==> run_1/gates.png <==
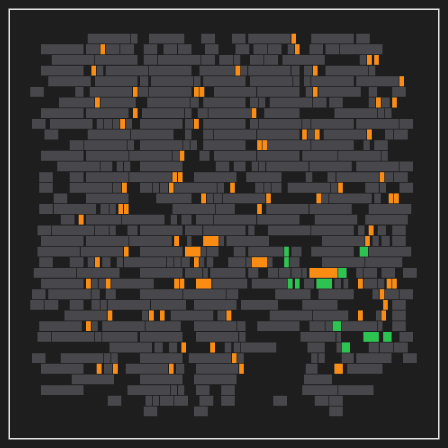
==> run_1/ff_map.png <==
Bar = 20 um. Other sequential cells in the stronger grey, the rest of the logic in the fainter grey.
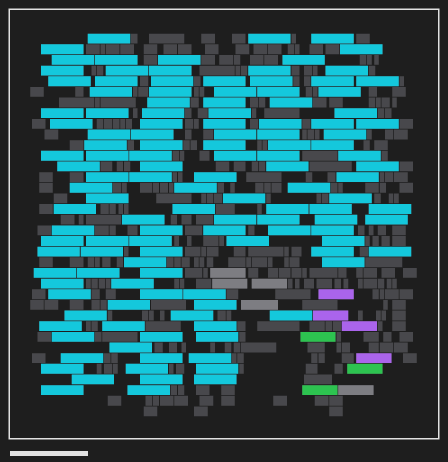
==> run_1/layers.png <==
Bar = 20 um. Two of the layers only.
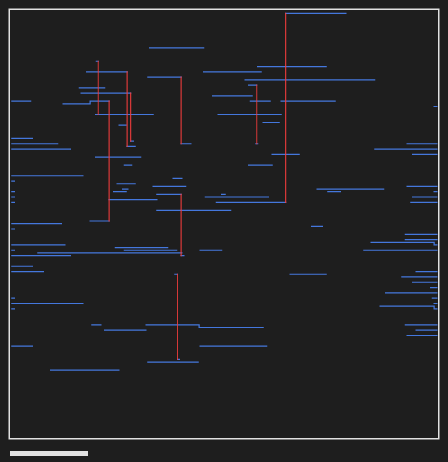
==> run_1/class_map.png <==
Bar = 20 um.
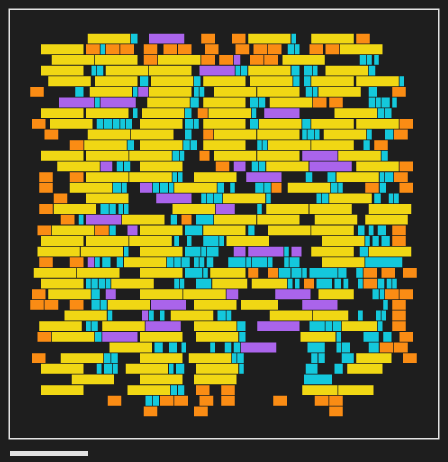
File: src/rtl/mac_pkg.sv
// ---------------------------------------------------------------------------
// mac_pkg: constants and helpers shared by the MAC operand fork and its benches.
//   MAC_DW        default operand width
//   CH_A..CH_D    channel indices, NUM_CH channel count
//   mac_word_t    packed operand word, A in the most significant field
//   fld_lsb()     bit offset of a channel's field inside the packed word
//   pack_word()   builds a packed word from four operands
// ---------------------------------------------------------------------------
package mac_pkg;

  localparam int MAC_DW = 8;
  localparam int NUM_CH = 4;

  localparam int CH_A = 0;
  localparam int CH_B = 1;
  localparam int CH_C = 2;
  localparam int CH_D = 3;

  typedef struct packed {
    logic [MAC_DW-1:0] a;
    logic [MAC_DW-1:0] b;
    logic [MAC_DW-1:0] c;
    logic [MAC_DW-1:0] d;
  } mac_word_t;

  // Channel 0 (A) sits in the top field, channel NUM_CH-1 (D) at bit 0.
  function automatic int fld_lsb(input int ch, input int dw);
    return (NUM_CH - 1 - ch) * dw;
  endfunction

  function automatic mac_word_t pack_word(input logic [MAC_DW-1:0] a,
                                          input logic [MAC_DW-1:0] b,
                                          input logic [MAC_DW-1:0] c,
                                          input logic [MAC_DW-1:0] d);
    mac_word_t w;
    w.a = a;
    w.b = b;
    w.c = c;
    w.d = d;
    return w;
  endfunction

endpackage

File: src/rtl/mac_operand_fifo.sv
// ---------------------------------------------------------------------------
// mac_operand_fifo: DEPTH x W synchronous FIFO, async active-low reset.
//   clk_i, rst_ni     clock / async active-low reset
//   push_i, wdata_i   write strobe and data (ignored when full)
//   pop_i             retire head (ignored when empty)
//   rdata_o           head word, read straight from the storage flops
//   full_o, empty_o   status, from registered state only
//   level_o           stored word count
// Storage is not reset; the pointers and count define what is valid.
// ---------------------------------------------------------------------------
module mac_operand_fifo #(
  parameter  int W     = 32,
  parameter  int DEPTH = 4,
  localparam int AW    = $clog2(DEPTH),
  localparam int LW    = AW + 1
) (
  input  logic          clk_i,
  input  logic          rst_ni,
  input  logic          push_i,
  input  logic [W-1:0]  wdata_i,
  input  logic          pop_i,
  output logic [W-1:0]  rdata_o,
  output logic          full_o,
  output logic          empty_o,
  output logic [LW-1:0] level_o
);

  logic [W-1:0]  mem_q [DEPTH];
  logic [AW-1:0] wptr_q, wptr_d, rptr_q, rptr_d;
  logic [LW-1:0] cnt_q, cnt_d;
  logic          push_ok, pop_ok;

  assign full_o  = (cnt_q == LW'(DEPTH));
  assign empty_o = (cnt_q == '0);
  assign level_o = cnt_q;
  assign rdata_o = mem_q[rptr_q];

  assign push_ok = push_i && !full_o;
  assign pop_ok  = pop_i && !empty_o;

  // DEPTH is a power of two, so the pointers wrap naturally.
  always_comb begin
    wptr_d = wptr_q;
    rptr_d = rptr_q;
    cnt_d  = cnt_q;
    if (push_ok) wptr_d = wptr_q + AW'(1);
    if (pop_ok)  rptr_d = rptr_q + AW'(1);
    case ({push_ok, pop_ok})
      2'b10:   cnt_d = cnt_q + LW'(1);
      2'b01:   cnt_d = cnt_q - LW'(1);
      default: cnt_d = cnt_q;
    endcase
  end

  always_ff @(posedge clk_i) begin
    if (push_ok) mem_q[wptr_q] <= wdata_i;
  end

  always_ff @(posedge clk_i or negedge rst_ni) begin
    if (!rst_ni) begin
      wptr_q <= '0;
      rptr_q <= '0;
      cnt_q  <= '0;
    end else begin
      wptr_q <= wptr_d;
      rptr_q <= rptr_d;
      cnt_q  <= cnt_d;
    end
  end

endmodule

File: src/rtl/mac_operand_fork.sv
// ---------------------------------------------------------------------------
// mac_operand_fork: buffers packed {A,B,C,D} operand words and forks the
// head word onto four independent valid/ready channels.
//   clk, reset                  clock / async active-low reset
//   s_data, s_valid, s_ready    packed word slave port
//   X_data, X_valid, X_ready    operand channel X in {A,B,C,D}
//   level                       words held, including a partially sent head
//   busy                        level != 0
// Each channel has a done flag; the head retires once every channel has
// either finished earlier or is handshaking now, so each operand goes out
// exactly once even under independent stalls.
// ---------------------------------------------------------------------------
module mac_operand_fork
  import mac_pkg::*;
#(
  parameter  int DW    = MAC_DW,
  parameter  int DEPTH = 4,
  localparam int LW    = $clog2(DEPTH) + 1
) (
  input  logic                 clk,
  input  logic                 reset,
  input  logic [NUM_CH*DW-1:0] s_data,
  input  logic                 s_valid,
  output logic                 s_ready,
  output logic [DW-1:0]        A_data,
  output logic                 A_valid,
  input  logic                 A_ready,
  output logic [DW-1:0]        B_data,
  output logic                 B_valid,
  input  logic                 B_ready,
  output logic [DW-1:0]        C_data,
  output logic                 C_valid,
  input  logic                 C_ready,
  output logic [DW-1:0]        D_data,
  output logic                 D_valid,
  input  logic                 D_ready,
  output logic [LW-1:0]        level,
  output logic                 busy
);

  logic [NUM_CH*DW-1:0]        head;
  logic [NUM_CH-1:0][DW-1:0]   ch_data;
  logic [NUM_CH-1:0]           ch_vld, ch_rdy, hs;
  logic [NUM_CH-1:0]           done_q, done_d;
  logic                        full, empty, push, pop;
  logic                        live_q;

  // live_q keeps s_ready low while in reset and up to the first edge after.
  assign s_ready = live_q && !full;
  assign push    = s_valid && s_ready;
  assign busy    = (level != '0);

  mac_operand_fifo #(
    .W     (NUM_CH*DW),
    .DEPTH (DEPTH)
  ) u_fifo (
    .clk_i   (clk),
    .rst_ni  (reset),
    .push_i  (push),
    .wdata_i (s_data),
    .pop_i   (pop),
    .rdata_o (head),
    .full_o  (full),
    .empty_o (empty),
    .level_o (level)
  );

  for (genvar ch = 0; ch < NUM_CH; ch++) begin : g_ch
    localparam int LSB = fld_lsb(ch, DW);
    assign ch_data[ch] = head[LSB +: DW];
    assign ch_vld[ch]  = !empty && !done_q[ch];
  end

  assign hs  = ch_vld & ch_rdy;
  assign pop = !empty && (&(done_q | hs));

  always_comb begin
    done_d = done_q | hs;
    if (pop) done_d = '0;
  end

  always_ff @(posedge clk or negedge reset) begin
    if (!reset) begin
      done_q <= '0;
      live_q <= 1'b0;
    end else begin
      done_q <= done_d;
      live_q <= 1'b1;
    end
  end

  assign ch_rdy[CH_A] = A_ready;
  assign ch_rdy[CH_B] = B_ready;
  assign ch_rdy[CH_C] = C_ready;
  assign ch_rdy[CH_D] = D_ready;

  assign A_data  = ch_data[CH_A];
  assign B_data  = ch_data[CH_B];
  assign C_data  = ch_data[CH_C];
  assign D_data  = ch_data[CH_D];
  assign A_valid = ch_vld[CH_A];
  assign B_valid = ch_vld[CH_B];
  assign C_valid = ch_vld[CH_C];
  assign D_valid = ch_vld[CH_D];

endmodule

File: config.mk
export PLATFORM = sky130hd
export DESIGN_NAME = mac_operand_fork
export DESIGN_NICKNAME = d
export VERILOG_FILES = /design/src/rtl/mac_pkg.sv /design/src/rtl/mac_operand_fifo.sv /design/src/rtl/mac_operand_fork.sv
export SDC_FILE = /design/constraint.sdc
export NUM_CORES = 1
export LEC_CHECK = 0
export ABC_AREA = 1
export CAP_MARGIN = 20
export CORE_MARGIN = 5
export CORE_UTILIZATION = 55
export DETAILED_ROUTE_END_ITERATION = 12
export GPL_ROUTABILITY_DRIVEN = 0
export PLACE_DENSITY = 0.81
export SYNTH_ARGS = -nofsm -noshare
export SYNTH_HDL_FRONTEND = slang
export SYNTH_SLANG_ARGS = --single-unit
File: constraint.sdc
create_clock -name clk -period 4.7 [get_ports clk]
set_input_delay 1.41 -clock clk [delete_from_list [all_inputs] [get_ports clk]]
set_output_delay 1.41 -clock clk [all_outputs]
set_load 0.02 [all_outputs]
==> results.yml, run 1 <==
# physical design summary
outcome:
  outcome: "complete, no violations"
clock_network:
  cts_made_buffers: 17
  cts_hold_buf: 0
  cts-resized-gates: 0
  cts_setup_buffers: 0
  htree_levels: 4
  cts.clk_slew.worst_paths_ns: 0.06
  clockRootBuffer: "clkbuf_8"
  cts_tree: "yes"
  cts.path.max_buffers: 2
  insertion_delay_ns: 0.51
worst_setup_path:
  worst-path-max-fanout: 45
  critPathLaunchType: "flop"
  worst_path_max_delay_cell: "clkdlybuf4s50_1"
  cpLargestDelayFamily: "buffers and inverters"
  slowest_delay_ns: 0.64
  cp_num_buf_inv: 3
  arrival_ns: 2.79
  crit_path_start: "u_fifo.rptr_q[0]"
  endpoint_kind: "primary output"
  path_cells: "inv_2, buf_4, o21ai_0, o22ai_1, clkdlybuf4s50_1"
  r2r-start: "u_fifo.level_o[0]"
  reg2reg_to: "u_fifo.mem_q[3][6]"
  r2r_cells: 5
  crit_type: "reg2out"
  critPathCapture: "B_data[5]"
  path_depth: 5
  cp_data_required_time_ns: 3.29
global_routing:
  grt_max_degree: 66
  busiest_layer: "met2"
  gr-usage-met1_pct: 22.59
  grt_pass1_wl_um: 17390
  use_met3_pct: 6.342
  gr-total-overflow: 0
  grt_pass1_vias: 3500
  antenna_found_initial: 0
  grt_usage_pct: 19.78
power_and_ir_drop:
  p_int_mw: 3.007
  p_switching_mw: 1.653
  pwr_density_cell_mw_per_mm2: 674.0
  ir_drop_mv: 0.3564
  power_frac_clock_pct: 26.8
  power_mw: 4.660
  p_comb_share_pct: 38.7
  pwr-share-seq_pct: 34.5
  pg_clk_mw: 1.25
  power_leader: "combinational logic"
  pg_comb_mw: 1.80
  p_sw_share_pct: 35.48
yosys:
  yosys_cells: 379
  synth_area_mm2: 0.005424
  ys_ff: 140
  yosysTopAreaCellShare_pct: 70.87
  ys_types: 27
  simple_gate_share_pct: 6.943
  ys_top_cells_by_count: "128 x edfxtp_1, 75 x nor2_1, 59 x o21ai_0, 32 x o22ai_1, 12 x dfrtp_1"
  ys_area_mm2: 0.005424
  top_area_cell: "edfxtp_1"
  post_synth_ao_oa_area_fraction_pct: 11.14
  fa_ha_area_share_pct: 1.522
  synth.avg_cell_area_um2: 14.31
  netlist_instances: 379
  mux_share_pct: 0.2076
  ys_async_sr_fraction_pct: 8.571
  flop_cell: "edfxtp_1"
  synth-xor-area-share_pct: 0.6459
  area_leaders: "edfxtp_1 71%, dfrtp_1 5.5%, o21ai_0 5.4%"
  most_common_cell: "edfxtp_1"
  syn-num-nets: 424
  yosys_warnings: 0
  logic_family: "AND-OR/OR-AND gates"
  edf_count: 128
sta:
  rsz0062_at_grt: "false"
  slew_violations: 0
  min_period_ns: 4.201
  slew_headroom_pct: 51.39
  finClkSkew_ns: 0.004735
  tns_ns: 0
  finalSetupViolations: 0
  hold_slack_ns: 0.5638
  fmax_mhz: 238.0
  final_hold_viol_count: 0
  layout_setup_ws_ns: 0.4987
worst_hold_path:
  holdPathStages: 2
  worstHoldEndpoint: "done_q[2]"
  hp-class: "reg2reg"
  min_from: "done_q[2]"
route:
  drtIter0Drc: 162
  firstDrtPassIters: 4
  route.detailed.drc: 0
  final_antenna_net_count: 0
  met1_length_um: 4235
  wl_um: 11180
  wl_met3_um: 850
  route.met2.wl_um: 5901
  vias_per_cell: 5.518
final_layout:
  comb_cells: 207
  finalNonFillerCells: 610
  inv_count: 12
  biggestCellCategory: "registers"
  syn_to_final_growth_pct: 27.47
  clock_cell_area_share_pct: 8.143
  fin_nets: 510
  regMostFlops: "u_fifo.mem_q"
  drive_gt1_share_pct: 11.74
  buffers: 87
  seq_cells: 140
  buf_share_pct: 12.31
  layout_top_cells: "128 x edfxtp_1, 79 x clkdlybuf4s50_1, 71 x nor2_1"
  largest_register_ffs: 128
die:
  io_pins: 80
  fp_util_pct: 56.01
  die.size.y_um: 109.3
  tap_cells: 133
  fp.dieW_um: 109.3
placed_design:
  post-place-ws_ns: 1.018
  post-place-cells: 579
  place_area_mm2: 0.006351
  io_buffer_count: 79
  hpwl_um: 6622
job:
  maxCapViolations: 0
  warning_count: 29
Back to the opening pictures, gates.png:
Orange stands for nor cells, cells 77, where all over the die. Green stands for nand cells, cells 11.
most frequent logic cell in the layout: edfxtp_1
fraction of area in multi-input gates: 16.54%

Back to the opening pictures, ff_map.png:
Purple stands for done_q, sequential cells 4, where south-east. Green stands for u_fifo.level_o, sequential cells 3. Cyan stands for u_fifo.mem_q, sequential cells 128, where all over the die.
register area: 0.004145 mm^2
post-layout util: 71.40%
flop share of the area: 59.95%
Power Sequential: 1.61 mW

Back to the opening pictures, layers.png:
Blue stands for M3, wire length 850 um. Red stands for M4, wire length 193 um.
DR WL/cell: 18.33 um
routed vias: 3366

Back to the opening pictures, class_map.png:
Purple stands for clock drivers and dummy loads, cells 31, share of their area 8.3%. Yellow stands for registers, cells 140, share of their area 61%. Cyan stands for remaining logic cells, cells 219, share of their area 18%. Orange stands for remaining buffers and delay cells, cells 87, share of their area 13%.
Finished Cell Area: 0.006914 mm^2
row count: 36
Core ar.: 0.009684 mm^2

--- run 2 (diff from run 1) ---
- ABC_CLOCK_PERIOD_IN_PS: unset -> 4700
==> run_2/class_map.png <==
Bar = 20 um.
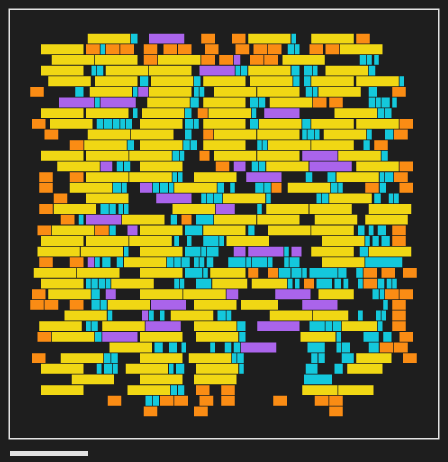
Cyan stands for remaining logic cells, cells 219, share of their area 18%. Yellow stands for registers, cells 140, share of their area 61%. Orange stands for remaining buffers and delay cells, cells 87, share of their area 13%. Purple stands for clock drivers and dummy loads, cells 31, share of their area 8.3%.

==> run_2/ff_map.png <==
Bar = 20 um. Other sequential cells in the stronger grey, the rest of the logic in the fainter grey.
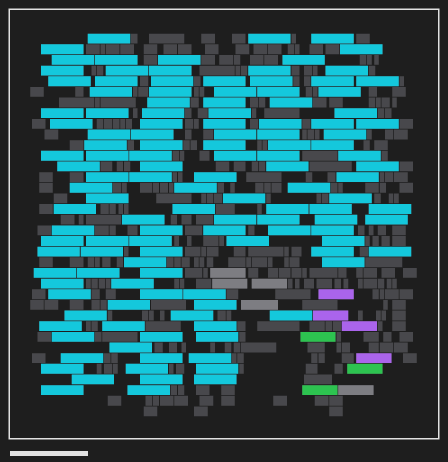
Cyan stands for u_fifo.mem_q, sequential cells 128, where all over the die. Purple stands for done_q, sequential cells 4, where south-east. Green stands for u_fifo.level_o, sequential cells 3.

==> run 2 against run 1 <==
Clock power about the same. Flip-flop count unchanged. Design area unchanged. Critical path type unchanged. Critical endpoint unchanged. Largest cell class unchanged.
==> results.yml, run 2 <==
# physical design summary
outcome:
  outcome: "complete, no violations"
global_routing:
  busiest_layer: "met2"
  antenna_found_initial: 0
  gr-total-overflow: 0
  grt_max_degree: 66
  grt_pass1_vias: 3500
  grt_pass1_wl_um: 17390
  use_met3_pct: 6.342
  grt_usage_pct: 19.78
  gr-usage-met1_pct: 22.59
sta:
  finalSetupViolations: 0
  fmax_mhz: 238.0
  final_hold_viol_count: 0
  tns_ns: 0
  hold_slack_ns: 0.5638
  min_period_ns: 4.201
  finClkSkew_ns: 0.004735
  slew_violations: 0
  rsz0062_at_grt: "false"
worst_setup_path:
  path_cells: "inv_2, buf_4, o21ai_0, o22ai_1, clkdlybuf4s50_1"
  critPathCapture: "B_data[5]"
  r2r_cells: 5
  cp_num_buf_inv: 3
  crit_type: "reg2out"
  critPathLaunchType: "flop"
  cpLargestDelayFamily: "buffers and inverters"
  r2r-start: "u_fifo.level_o[0]"
  endpoint_kind: "primary output"
  slowest_delay_ns: 0.64
  path_depth: 5
  worst_path_max_delay_cell: "clkdlybuf4s50_1"
route:
  route.met2.wl_um: 5901
  firstDrtPassIters: 4
  met1_length_um: 4235
  vias: 3366
  wl_met3_um: 850
  vias_per_cell: 5.518
  final_antenna_net_count: 0
  wl_per_cell_um: 18.33
  route.detailed.drc: 0
  drtIter0Drc: 162
power_and_ir_drop:
  p_int_mw: 3.007
  ir_drop_mv: 0.3564
  p_seq_mw: 1.61
  p_sw_share_pct: 35.48
  pg_clk_mw: 1.25
  pwr-share-seq_pct: 34.5
  p_switching_mw: 1.653
  p_comb_share_pct: 38.7
  pg_comb_mw: 1.80
  pwr_density_cell_mw_per_mm2: 674.0
  power_frac_clock_pct: 26.8
  power_leader: "combinational logic"
yosys:
  top_area_cell: "edfxtp_1"
  netlist_instances: 379
  logic_family: "AND-OR/OR-AND gates"
  synth_area_mm2: 0.005424
  syn-num-nets: 424
  ys_types: 27
  synth-xor-area-share_pct: 0.6459
  yosys_cells: 379
  ys_area_mm2: 0.005424
  ys_ff: 140
  ys_top_cells_by_count: "128 x edfxtp_1, 75 x nor2_1, 59 x o21ai_0, 32 x o22ai_1, 12 x dfrtp_1"
  synth.avg_cell_area_um2: 14.31
  simple_gate_share_pct: 6.943
  fa_ha_area_share_pct: 1.522
  yosysTopAreaCellShare_pct: 70.87
  most_common_cell: "edfxtp_1"
  edf_count: 128
  post_synth_ao_oa_area_fraction_pct: 11.14
  ys_async_sr_fraction_pct: 8.571
  yosys_warnings: 0
  area_leaders: "edfxtp_1 71%, dfrtp_1 5.5%, o21ai_0 5.4%"
final_layout:
  sh_comb_area_pct: 16.54
  seq_cells: 140
  fin_nets: 510
  drive_gt1_share_pct: 11.74
  regMostFlops: "u_fifo.mem_q"
  fin_area_mm2: 0.006914
  finalNonFillerCells: 610
  inv_count: 12
  seq_share_pct: 59.95
  biggestCellCategory: "registers"
  utilization_pct: 71.40
  comb_cells: 207
  buffers: 87
  largest_register_ffs: 128
  layout_top_cell: "edfxtp_1"
  syn_to_final_growth_pct: 27.47
  clock_cell_area_share_pct: 8.143
  layout_top_cells: "128 x edfxtp_1, 79 x clkdlybuf4s50_1, 71 x nor2_1"
placed_design:
  post-place-cells: 579
  post-place-ws_ns: 1.018
  place_area_mm2: 0.006351
  hpwl_um: 6622
clock_network:
  clockRootBuffer: "clkbuf_8"
  cts_hold_buf: 0
  cts_setup_buffers: 0
  cts-resized-gates: 0
  insertion_delay_ns: 0.51
  cts_made_buffers: 17
  htree_levels: 4
  cts.clk_slew.worst_paths_ns: 0.06
  cts_tree: "yes"
job:
  warning_count: 29
  maxCapViolations: 0
worst_hold_path:
  hp-class: "reg2reg"
  min_from: "done_q[2]"
  holdPathStages: 2
die:
  chipArea_mm2: 0.01195
  num_rows: 36
  fp_util_pct: 56.01
  tap_cells: 133
  io_pins: 80
  fp.dieW_um: 109.3
  core-area_mm2: 0.009684
==> run_2/gates.png <==
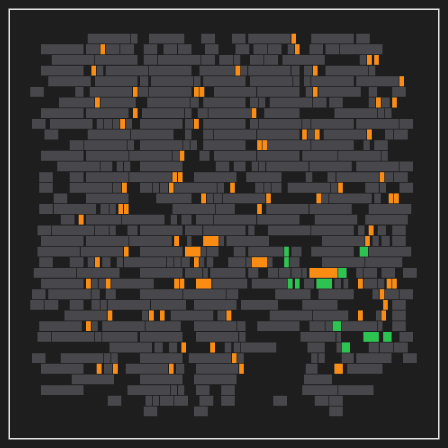

--- run 3 (diff from run 2) ---
- CORE_ASPECT_RATIO: unset -> 1.2
==> run_3/gates.png <==
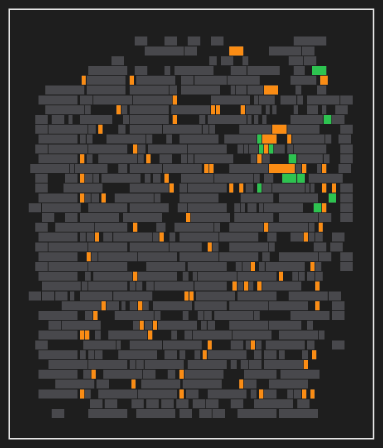
Green stands for nand cells, cells 11. Orange stands for nor cells, cells 77, where all over the die.
non-filler cells, final: 600
fraction of area in multi-input gates: 16.61%

==> run 3 against run 2 <==
First-iteration DRC count grew 95%. Critical endpoint is now B_data[2]. Highest routed layer unchanged. Cell count shrank 1.6%. Critical path depth is the same. Worst setup slack gained 0.21 ns.
==> results.yml, run 3 <==
# physical design summary
outcome:
  outcome: "complete, no violations"
final_layout:
  fin_area_mm2: 0.006884
  seq_area_mm2: 0.004145
  drive_gt1_share_pct: 9.644
  n_antenna_cell: 0
  seq_share_pct: 60.21
  layout_top_cell: "edfxtp_1"
  regMostFlops: "u_fifo.mem_q"
  largest_register_ffs: 128
  biggestCellCategory: "registers"
  layout_top_cells: "128 x edfxtp_1, 79 x clkdlybuf4s50_1, 71 x nor2_1"
  buffers: 86
  logic_area_mm2: 0.001144
  comb_cells: 207
  clock_cell_area_share_pct: 7.852
  syn_to_final_growth_pct: 26.92
  fin_nets: 509
  inv_count: 12
  seq_cells: 140
yosys:
  flop_cell: "edfxtp_1"
  netlist_instances: 379
  ys_types: 27
  ys_top_cells_by_count: "128 x edfxtp_1, 75 x nor2_1, 59 x o21ai_0, 32 x o22ai_1, 12 x dfrtp_1"
  synth.avg_cell_area_um2: 14.31
  fa_ha_area_share_pct: 1.522
  ys_async_sr_fraction_pct: 8.571
  synth_area_mm2: 0.005424
  ys_seq_share_pct: 76.40
  synth-xor-area-share_pct: 0.6459
  simple_gate_share_pct: 6.943
  edf_count: 128
  ys_area_mm2: 0.005424
  post_synth_ao_oa_area_fraction_pct: 11.14
  syn-num-nets: 424
  area_leaders: "edfxtp_1 71%, dfrtp_1 5.5%, o21ai_0 5.4%"
  yosys_warnings: 0
  yosysTopAreaCellShare_pct: 70.87
  mux_share_pct: 0.2076
  top_area_cell: "edfxtp_1"
  logic_family: "AND-OR/OR-AND gates"
  most_common_cell: "edfxtp_1"
  ys_ff: 140
  yosys_cells: 379
power_and_ir_drop:
  pwr_density_cell_mw_per_mm2: 674.4
  p_switching_mw: 1.618
  p_comb_share_pct: 39.2
  pg_clk_mw: 1.22
  power_mw: 4.643
  ir_drop_mv: 0.4129
  pg_comb_mw: 1.82
  p_seq_mw: 1.61
  power_leader: "combinational logic"
  leakage_nw: 2.366
  p_sw_share_pct: 34.84
  power_frac_clock_pct: 26.2
  p_int_mw: 3.025
  pwr-share-seq_pct: 34.6
global_routing:
  grt_max_degree: 66
  grt_pass1_vias: 3518
  grt_usage_pct: 19.74
  use_met3_pct: 4.832
  gr-total-overflow: 0
  antenna_found_initial: 0
  grt_pass1_wl_um: 17750
  use_met2_pct: 34.18
sta:
  fmax_mhz: 250.3
  tightest_slew_ns: 1.070
  final_hold_viol_count: 0
  layout_setup_ws_ns: 0.7056
  finClkSkew_ns: 0.005520
  rsz0062_at_grt: "false"
  hold_slack_ns: 0.5793
  finalSetupViolations: 0
  slew_violations: 0
  tns_ns: 0
  min_period_ns: 3.994
  min_period_over_period_pct: 84.99
  slew_headroom_pct: 28.52
worst_setup_path:
  cp_num_buf_inv: 3
  reg2reg_setup_slack_ns: 2.47
  r2r_cells: 4
  critPathLaunchType: "flop"
  cp_data_required_time_ns: 3.29
  path_depth: 5
  cpLargestDelayFamily: "buffers and inverters"
  worst-path-max-fanout: 32
  critPathCapture: "B_data[2]"
  crit_path_start: "u_fifo.rptr_q[0]"
  endpoint_kind: "primary output"
  r2r-start: "u_fifo.level_o[0]"
  path_cells: "inv_2, buf_4, o21ai_0, o22ai_1, clkdlybuf4s50_1"
  crit_type: "reg2out"
  slowest_delay_ns: 0.66
  worst_path_max_delay_cell: "clkdlybuf4s50_1"
  arrival_ns: 2.58
die:
  chipArea_mm2: 0.01196
  tap_cells: 123
  fp.dieW_um: 100.7
  num_rows: 39
  die.size.y_um: 118.8
  io_pins: 80
  core-area_mm2: 0.009564
  fp_util_pct: 56.71
route:
  final_antenna_net_count: 0
  met1_length_um: 4350
  route.detailed.drc: 0
  vias: 3376
  wl_um: 11340
  vias_per_cell: 5.627
  route.met2.wl_um: 6116
  wl_met3_um: 618
  firstDrtPassIters: 4
  drtIter0Drc: 316
placed_design:
  post-place-ws_ns: 1.153
  post-place-cells: 567
  place_area_mm2: 0.006324
  hpwl_um: 6543
  io_buffer_count: 79
clock_network:
  cts_hold_buf: 0
  cts.clk_slew.worst_paths_ns: 0.06
  htree_levels: 4
  numClockSinks: 140
  cts_tree: "yes"
  cts_made_buffers: 17
  clockRootBuffer: "clkbuf_16"
  cts_setup_buffers: 0
  insertion_delay_ns: 0.41
  cts-resized-gates: 0
  cts.path.max_buffers: 2
worst_hold_path:
  hp-class: "reg2reg"
  holdPathStages: 1
  worstHoldEndpoint: "u_fifo.level_o[0]"
  min_from: "u_fifo.level_o[0]"
job:
  warning_count: 29
  maxCapViolations: 0
==> run_3/congestion_map.png <==
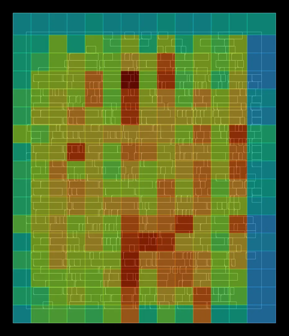
post-layout util: 71.98%
DR WL/cell: 18.90 um
global routing usage on met1: 23.13%
GR peak layer: met2

Power figures rest on the tool's default switching activity, not on a simulated workload.
